===== config.mk =====
export PLATFORM = sky130hd
export DESIGN_NAME = seq_multiplier_param
export DESIGN_NICKNAME = d
export VERILOG_FILES = /design/src/rtl/seq_multiplier_param.sv
export SDC_FILE = /design/constraint.sdc
export NUM_CORES = 1
export LEC_CHECK = 0
export ABC_AREA = 1
export CELL_PAD_IN_SITES_DETAIL_PLACEMENT = 2
export CELL_PAD_IN_SITES_GLOBAL_PLACEMENT = 2
export CORE_MARGIN = 2
export CORE_UTILIZATION = 31
export DETAILED_ROUTE_END_ITERATION = 16
export PLACE_DENSITY = 0.81
export SYNTH_ARGS = -nofsm -noshare
export SYNTH_HDL_FRONTEND = slang
export SYNTH_SLANG_ARGS = --single-unit

===== constraint.sdc =====
create_clock -name CLK -period 3.6 [get_ports CLK]
set_clock_uncertainty 0.2 [all_clocks]
set_input_delay 0.72 -clock CLK [delete_from_list [all_inputs] [get_ports CLK]]
set_output_delay 0.72 -clock CLK [all_outputs]
set_load 0.02 [all_outputs]

===== src/rtl/seq_multiplier_param.sv =====
// seq_multiplier_param
//   Purpose     : iterative shift-add multiplier (signed or unsigned per operation)
//                 with a Start/Busy/Done handshake and a zero flag. Out feeds the
//                 High/Low result registers as {High, Low}.
//   Latency     : Start sampled at edge k -> Done=1 and Out valid after edge k+WIDTH+1.
//   Backpressure: none; Start is only honoured in IDLE or DONE and is dropped
//                 while an operation is in flight.
// Ports
//   CLK      in   1        clock, rising edge
//   Clear    in   1        synchronous active-high reset; wins over Start, aborts an operation
//   Start    in   1        request, sampled in IDLE/DONE only
//   Signed   in   1        1 = two's-complement operands, captured with Start
//   A, B     in   WIDTH    multiplicand / multiplier, captured with Start
//   Busy     out  1        operation in progress (BUSY and FIX states)
//   Done     out  1        level, Out valid and held
//   Out      out  2*WIDTH  product
//   ZeroFlag out  1        Done & (Out == 0)
// WIDTH is legal over 4..64.

module seq_multiplier_param #(
  parameter int WIDTH = 32
) (
  input  logic               CLK,
  input  logic               Clear,
  input  logic               Start,
  input  logic               Signed,
  input  logic [WIDTH-1:0]   A,
  input  logic [WIDTH-1:0]   B,
  output logic               Busy,
  output logic               Done,
  output logic [2*WIDTH-1:0] Out,
  output logic               ZeroFlag
);

  localparam int CW = $clog2(WIDTH + 1);

  typedef enum logic [1:0] {
    IDLE = 2'd0,
    BUSY = 2'd1,
    FIX  = 2'd2,
    DONE = 2'd3
  } state_t;

  state_t             state;
  logic [WIDTH-1:0]   mcand;   // |A|
  logic [WIDTH-1:0]   mplier;  // |B|, consumed LSB first
  logic [2*WIDTH-1:0] acc;     // partial product, full product after WIDTH steps
  logic [CW-1:0]      count;
  logic               neg;     // product sign, applied once in FIX

  // Datapath helpers
  logic [WIDTH-1:0]   a_mag;
  logic [WIDTH-1:0]   b_mag;
  logic [WIDTH:0]     sum;
  logic [2*WIDTH-1:0] result;

  always_comb begin
    a_mag  = A;
    b_mag  = B;
    sum    = '0;
    result = acc;

    // Magnitudes are only taken in signed mode. The most negative value maps
    // onto 2^(WIDTH-1), which still fits as an unsigned WIDTH-bit number.
    if (Signed && A[WIDTH-1]) a_mag = -A;
    if (Signed && B[WIDTH-1]) b_mag = -B;

    // (WIDTH+1)-bit add into the upper half; the carry becomes the new MSB
    // after the right shift so no product bit is ever lost.
    sum = {1'b0, acc[2*WIDTH-1:WIDTH]} + (mplier[0] ? {1'b0, mcand} : '0);

    if (neg) result = -acc;
  end

  always_ff @(posedge CLK) begin
    if (Clear) begin
      state    <= IDLE;
      Busy     <= 1'b0;
      Done     <= 1'b0;
      Out      <= '0;
      ZeroFlag <= 1'b0;
      mcand    <= '0;
      mplier   <= '0;
      acc      <= '0;
      count    <= '0;
      neg      <= 1'b0;
    end else begin
      case (state)
        IDLE, DONE: begin
          // Out keeps the previous result until FIX overwrites it.
          if (Start) begin
            mcand    <= a_mag;
            mplier   <= b_mag;
            neg      <= Signed & (A[WIDTH-1] ^ B[WIDTH-1]);
            acc      <= '0;
            count    <= '0;
            state    <= BUSY;
            Busy     <= 1'b1;
            Done     <= 1'b0;
            ZeroFlag <= 1'b0;
          end
        end

        BUSY: begin
          // Shift {carry, acc, mplier} right by one. The bits leaving acc
          // refill mplier from the top; they are never examined again.
          acc    <= {sum, acc[WIDTH-1:1]};
          mplier <= {acc[0], mplier[WIDTH-1:1]};
          count  <= count + CW'(1);
          if (count == CW'(WIDTH - 1)) begin
            state <= FIX;
          end
        end

        FIX: begin
          Out      <= result;
          ZeroFlag <= (result == '0);
          Done     <= 1'b1;
          Busy     <= 1'b0;
          state    <= DONE;
        end

        default: begin
          state <= IDLE;
          Busy  <= 1'b0;
          Done  <= 1'b0;
        end
      endcase
    end
  end

endmodule


Fig. 1: run 1, cell outlines without signal wires
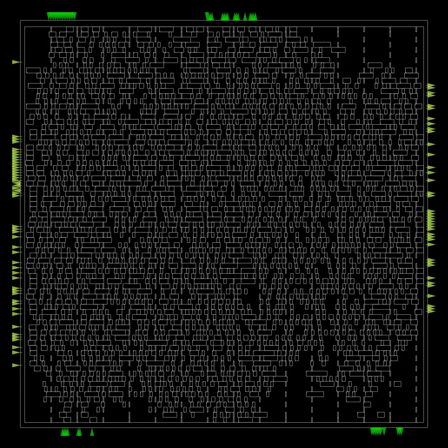
Filler Cells Inserted: 5497
number of tap cells inserted: 592
fraction of the core area covered by cells at the end of the flow: 38.2%

Fig. 2: run 1, placement by cell class
Fill, decap, tap and diode cells in grey.
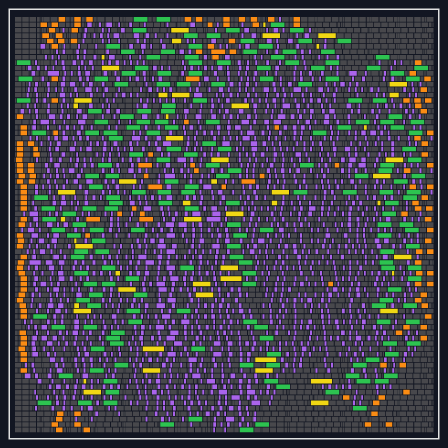
class	colour	cells	share of their area
clock drivers and dummy loads	yellow	52	6.1%
sequential cells	green	204	25%
combinational and other logic	purple	2006	59%
remaining buffers and delay cells	orange	157	9.9%

Fig. 3: run 1, wires at chosen ports, followed through buffers
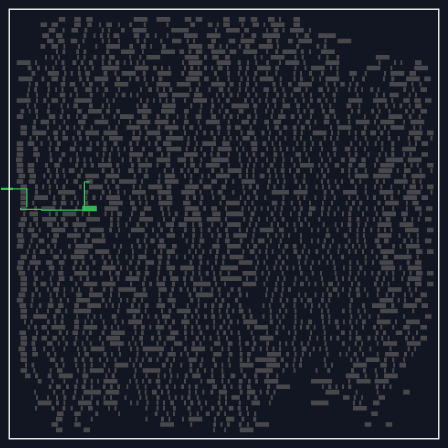
port	colour	direction	end cells	buffers	wire
`Busy`	green	output	1	1	72.8 µm
top-level I/O count: 135
Buffers on Ports: 134

==> results.toml, run 1 <==
# flow metrics
[yosys]
enable_flop_cells = 0
ys_types = 52
post-synth-top-area-fraction_pct = 29.4
synth_area_per_cell_um2 = 6.05
synth-seq-cells = 204
ys.flop_type = "dfxtp_1"
synth.top_cells.by_area = "dfxtp_1 29%, nand2_1 17%, nor2_1 9.1%, inv_1 7.3%, a21oi_1 5.8%"
synth_chip_area_um2 = 13900
synth_warnings = 0
netlist_area_um2 = 13900

[pwr]
clock_power_share_pct = 29.2
cellInternalPower_uw = 6080
total_power_uw = 10200
switch_share_pct = 40.6
leakage_uw = 0.00817
switching_power_uw = 4150

[placement]
total_placed_cells_including_tap_cells = 2959
routabilityCongestion = 0.863
post_dp_cell_area_um2 = 15900
preCtsSetupSlack_ps = 280

[die]
die_height_um = 216
rows = 77
dieWidth_um = 216
fp_util_pct = 31.4
core_area_um2 = 44200
chipArea_um2 = 46500

[clock_network]
cts_hold_repair.buffers = 0
cts_sinks = 204
tritoncts_clock_tree = "built"
cts_max_path_buffers = 3
root_buffer = "clkbuf_16"
cts_buffers = 28
cts_setup_buffers = 0
cts_htree_levels = 1
clock.latency.late_pin_ps = 570

[worst_setup_path]
required_ps = 3890
path_delay_family = "simple AND/OR/NAND/NOR gates"
slowest_stage = "dfxtp_1"
critPathCaptureType = "register"
reg2reg_setup_slack_ps = 420
ff2ff_path_depth = 17
critical_path.reg2reg.endpoint = "acc[62]$_SDFFE_PP0P_"
arrival_ps = 3480
critical-path-max-stage-delay_ps = 330
critical_path_cell_count = 17

[hold_path]
hold_path.class = "register to register"
capture_endpoint_of_the_worst_hold_path = "mplier[10]$_SDFFE_PP0P_"
hold_depth = 2
worstHoldStart = "mplier[11]$_SDFFE_PP0P_"

[global_route]
vias_in_the_first_global_route = 16973
grt_overflow = 0
groute.usage.overall_pct = 24.4
maximum_number_of_pins_on_one_net_before_global_route_repair = 152
grt_busiest_layer = "met2"
grt_pass1_wl_um = 92500
global_route.usage.met1_pct = 32.4
global_route.usage.met2_pct = 42.8
antenna_found_initial = 0

[run]
drv.max_cap_violation_count = 0
warning_count = 30

[detailed_routing]
firstDrtPassIters = 5
detail-route-antenna-nets = 0
initialDrtViolationCount = 650
routedLengthMet1_um = 26800
route.detailed.vias_per_inst = 5.15
dr_wl_met3_um = 1370
drcViolationCount = 0
wl_per_cell_um = 18.8
highest-signal-layer = "met4"
routed-via-count = 15520

[finish]
flow.area_growth_from_synthesis_pct = 21.7
fraction_of_layout_cells_with_a_size_suffix_above_1_pct = 6.08
layout.cells.non_filler = 3011
final_design_area_no_fill_um2 = 16900
layout_top_cell_excl_fill_tap = "nand2_1"

[timing]
setup_repair_after_global_routing_missed_its_margin = "no"
worst_pin_slew_ps = 922
tightest_slew_margin_relative_to_the_limit_pct = 38.5
finalCritPeriodShare_pct = 88.5
timing.fmax_mhz = 314
final_max_slew_viol_count = 0
setup_ws_ps = 416
setup_total_negative_slack_ps = 0

[outcome]
status = "finished clean"
run 1: flip-flops by register name, indices dropped and copies added, names as in the netlist:
signal	flops
Out	64
acc	64
mcand	32
mplier	32
count	6
state	2
Busy	1
Done	1
ZeroFlag	1
neg	1
run 1: power groups by stage:
stage / clock [µW] / combinational, µW / sequential, µW
after floorplan: 0 / 2120 / 3440
after global placement: 0 / 3890 / 3220
after detailed placement: 0 / 4050 / 3250
after CTS: 3070 / 4100 / 3210
after global routing: 3170 / 4480 / 3270
final: 2990 / 4040 / 3200
run 1: cell type report:
type	count	area, µm²
Timing Repair Buffer	157	1600
Multi-Input combinational cell	1728	8420
Fill cell	5497	27300
Clock inverter	17	209
Clock buffer	35	778
Sequential cell	204	4090
Inverter	278	1040
Tap cell	592	741
run 1: cell usage after synthesis, types with 3 or more instances:
library cell and instances:
nor2_2 15, nand3_2 7, nand2_4 6, nand3_1 136
dfxtp_1 204, buf_2 9, nand4_1 28, nand2_2 12
o21a_1 7, a21oi_1 160, a31oi_1 29, or2_2 12
a211oi_1 3, o21ai_2 4, o21bai_1 4, nor2_4 5
buf_1 7, xnor2_1 12, inv_1 271, o21ai_0 140
ha_1 39, clkbuf_1 65, nand3b_1 21, xor2_1 29
nor2_1 335, nor3_1 17, nor4_1 6, a21o_1 3
o211ai_1 32, nand2_1 631, clkinv_1 3, o21ai_1 10
inv_2 4
run 1: kinds of logic (layout without fill, tap and decap cells):
family,count (synthesis),count (layout),share of synthesized area (%)
buffers and inverters,361,487,9.90
AND-OR/OR-AND,406,406,16.3
adder cells (fa/ha/maj),40,40,3.66
flip-flops,204,204,29.4
XOR/XNOR,41,41,2.59
AND/OR/NAND/NOR,1241,1241,38.2
## Run 2: what changed since run 1
--- a/config.mk
+++ b/config.mk
@@ -11,7 +11,10 @@
 export CORE_MARGIN = 2
 export CORE_UTILIZATION = 31
 export DETAILED_ROUTE_END_ITERATION = 16
+export GPL_TIMING_DRIVEN = 0
+export MAX_ROUTING_LAYER = met4
 export PLACE_DENSITY = 0.81
+export REMOVE_ABC_BUFFERS = 1
 export SYNTH_ARGS = -nofsm -noshare
 export SYNTH_HDL_FRONTEND = slang
 export SYNTH_SLANG_ARGS = --single-unit
Fig. 4: run 2, the metal 3 layer
Bar = 50 µm.
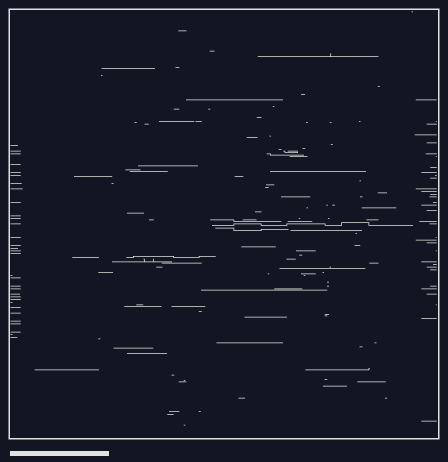
wire length on this layer	1490 µm
nets with wire on the layer	117
share of all routed wire	2.7%
longest straight run	63.3 µm

Fig. 5: run 2, cell outlines without signal wires
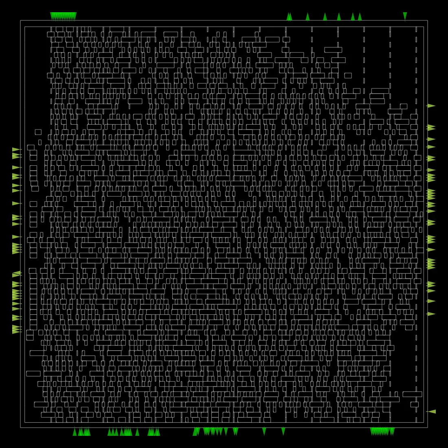
register fraction of the total cell area: 24.3%
area of the placeable core: 44200 µm²
num sequential: 204

==> run 2 against run 1 <==
Effect of this change:
- global-route usage is 0.11 points lower
- sequential power hardly changed
- via count is 1.0% lower
- sequential cell count stayed put
- critical path type unchanged
- setup slack worse by 160 ps
- area after synthesis stayed put
- synthesized cell count stayed put
- sequential share of layout area is 0.082 points higher
- critical endpoint is now acc[56]$_SDFFE_PP0P_
- final cell count is 0.43% lower
==> results.toml, run 2 <==
# flow metrics
[die]
chipArea_um2 = 46500
fp_util_pct = 31.4
ioPinCount = 135
rows = 77
dieWidth_um = 216
die_height_um = 216

[clock_network]
clock.latency.late_pin_ps = 560
cts_sinks = 204
cts_htree_levels = 1
cts_buffers = 27
tritoncts_clock_tree = "built"
root_buffer = "clkbuf_16"

[detailed_routing]
initialDrtViolationCount = 676
route.detailed.vias_per_inst = 5.12
routed-via-count = 15364
firstDrtPassIters = 5
routedLengthMet1_um = 25500
dr_wl_met3_um = 1490
detail-route-antenna-nets = 0
highest-signal-layer = "met4"
wl_per_cell_um = 18.6

[outcome]
status = "finished clean"

[timing]
setup_ws_ps = 258
timing.fmax_mhz = 299
setup_total_negative_slack_ps = 0
final_max_slew_viol_count = 0
worst_pin_slew_ps = 867
setup_repair_after_global_routing_missed_its_margin = "no"
finalCritPeriodShare_pct = 92.8

[finish]
layout.core_utilization_pct = 38.1
flow.area_growth_from_synthesis_pct = 21.4
layout_top_cell_excl_fill_tap = "nand2_1"
final_design_area_no_fill_um2 = 16800
fraction_of_layout_cells_with_a_size_suffix_above_1_pct = 5.70
largest_registers = "Out (64), acc (64)"

[hold_path]
hold_path.class = "register to register"
hold_depth = 2
worstHoldStart = "mplier[11]$_SDFFE_PP0P_"
capture_endpoint_of_the_worst_hold_path = "mplier[10]$_SDFFE_PP0P_"

[yosys]
adder_share_pct = 3.66
synth.yosys.num_cells = 2293
yosys-mux-area-fraction_pct = 0
enable_flop_cells = 0
ys_types = 52
xor_xnor_share_pct = 2.59
netlist_area_um2 = 13900
synth.logic.top_family = "simple AND/OR/NAND/NOR gates"
synth_chip_area_um2 = 13900
post-synth-top-area-fraction_pct = 29.4
aoi_share_pct = 16.3
synth_warnings = 0
synth-seq-cells = 204
synth.top_cells.by_area = "dfxtp_1 29%, nand2_1 17%, nor2_1 9.1%, inv_1 7.3%, a21oi_1 5.8%"
top_cell = "nand2_1"
synth_area_per_cell_um2 = 6.05
top_cells_by_count = "631 x nand2_1, 335 x nor2_1, 271 x inv_1"
ys.flop_type = "dfxtp_1"

[global_route]
antenna_found_initial = 2
groute.usage.overall_pct = 24.3
grt_overflow = 0
grt_pass1_wl_um = 89400
vias_in_the_first_global_route = 16585
global_route.usage.met1_pct = 29.6
global_route.usage.met2_pct = 42.4
maximum_number_of_pins_on_one_net_before_global_route_repair = 105
grt_busiest_layer = "met2"

[placement]
post_dp_cell_area_um2 = 15900
io_buffer_count = 134
preCtsSetupSlack_ps = -345
routabilityCongestion = 0.925

[worst_setup_path]
crit_path_max_fanout = 28
critical_path.reg2reg.endpoint = "acc[56]$_SDFFE_PP0P_"
arrival_ps = 3620
ff2ff_path_depth = 10
required_ps = 3880
reg2reg_setup_slack_ps = 260

[run]
warning_count = 29
drv.max_cap_violation_count = 0

[pwr]
leakage_uw = 0.00812
## run 2: cell counts after synthesis
No cell type changed its count.
## run 2: what timing repair did
action / in CTS / in global routing
cloned: 0 / 1
buffers inserted: 0 / 1
endpoints found under the setup margin: 16 / 8
pin swaps: 0 / 1
hold buffers: 0 / 0
gates resized: 1 / 2
endpoints found under the hold margin: 0 / 0
## run 2: through the flow
| stage | total power (µW) | std cells |
|---|---|---|
| floorplan | 5400 | 2210 |
| global placement | 6900 | 2936 |
| detailed placement | 7300 | 2945 |
| CTS | 10200 | 2993 |
| global route | 10800 | 2998 |
| finish | 10100 | 2998 |
## run 2: logic make-up (layout without fill, tap and decap cells)
logic type,Yosys count,count (layout)
simple gates,1241,1242
compound gates,406,406
buf+inv,361,471
flops,204,204
xor+xnor,41,41
fa+ha+maj,40,40
other cells,0,2
## run 2: power by group
| group | switching, µW | internal, µW | leakage [µW] |
|---|---|---|---|
| clock network | 1160 | 1670 | 0.000447 |
| registers | 385 | 2830 | 0.00166 |
| logic | 2620 | 1470 | 0.00601 |
| total | 4170 | 5980 | 0.00812 |
## run 2: worst max-delay path, cell delays in order, from the launching register on
cell and delay (ps):
dfxtp_1 370, inv_1 100, ha_4 270, nand2_1 130
inv_1 130, nor2_4 490, buf_12 280, clkinv_1 600
a21oi_1 320, o21ai_0 190, a21oi_1 160
## run 2: layout make-up
cell class,count,area (µm²)
clock buffers,35,777
fillers,5418,27400
flip-flops and latches,204,4090
well taps,592,741
multi-input cells,1729,8440
inverters,278,1050
clock inverters,13,144
repair buffers,145,1600
diodes,2,5.00
Power and IR drop assume default switching activity.
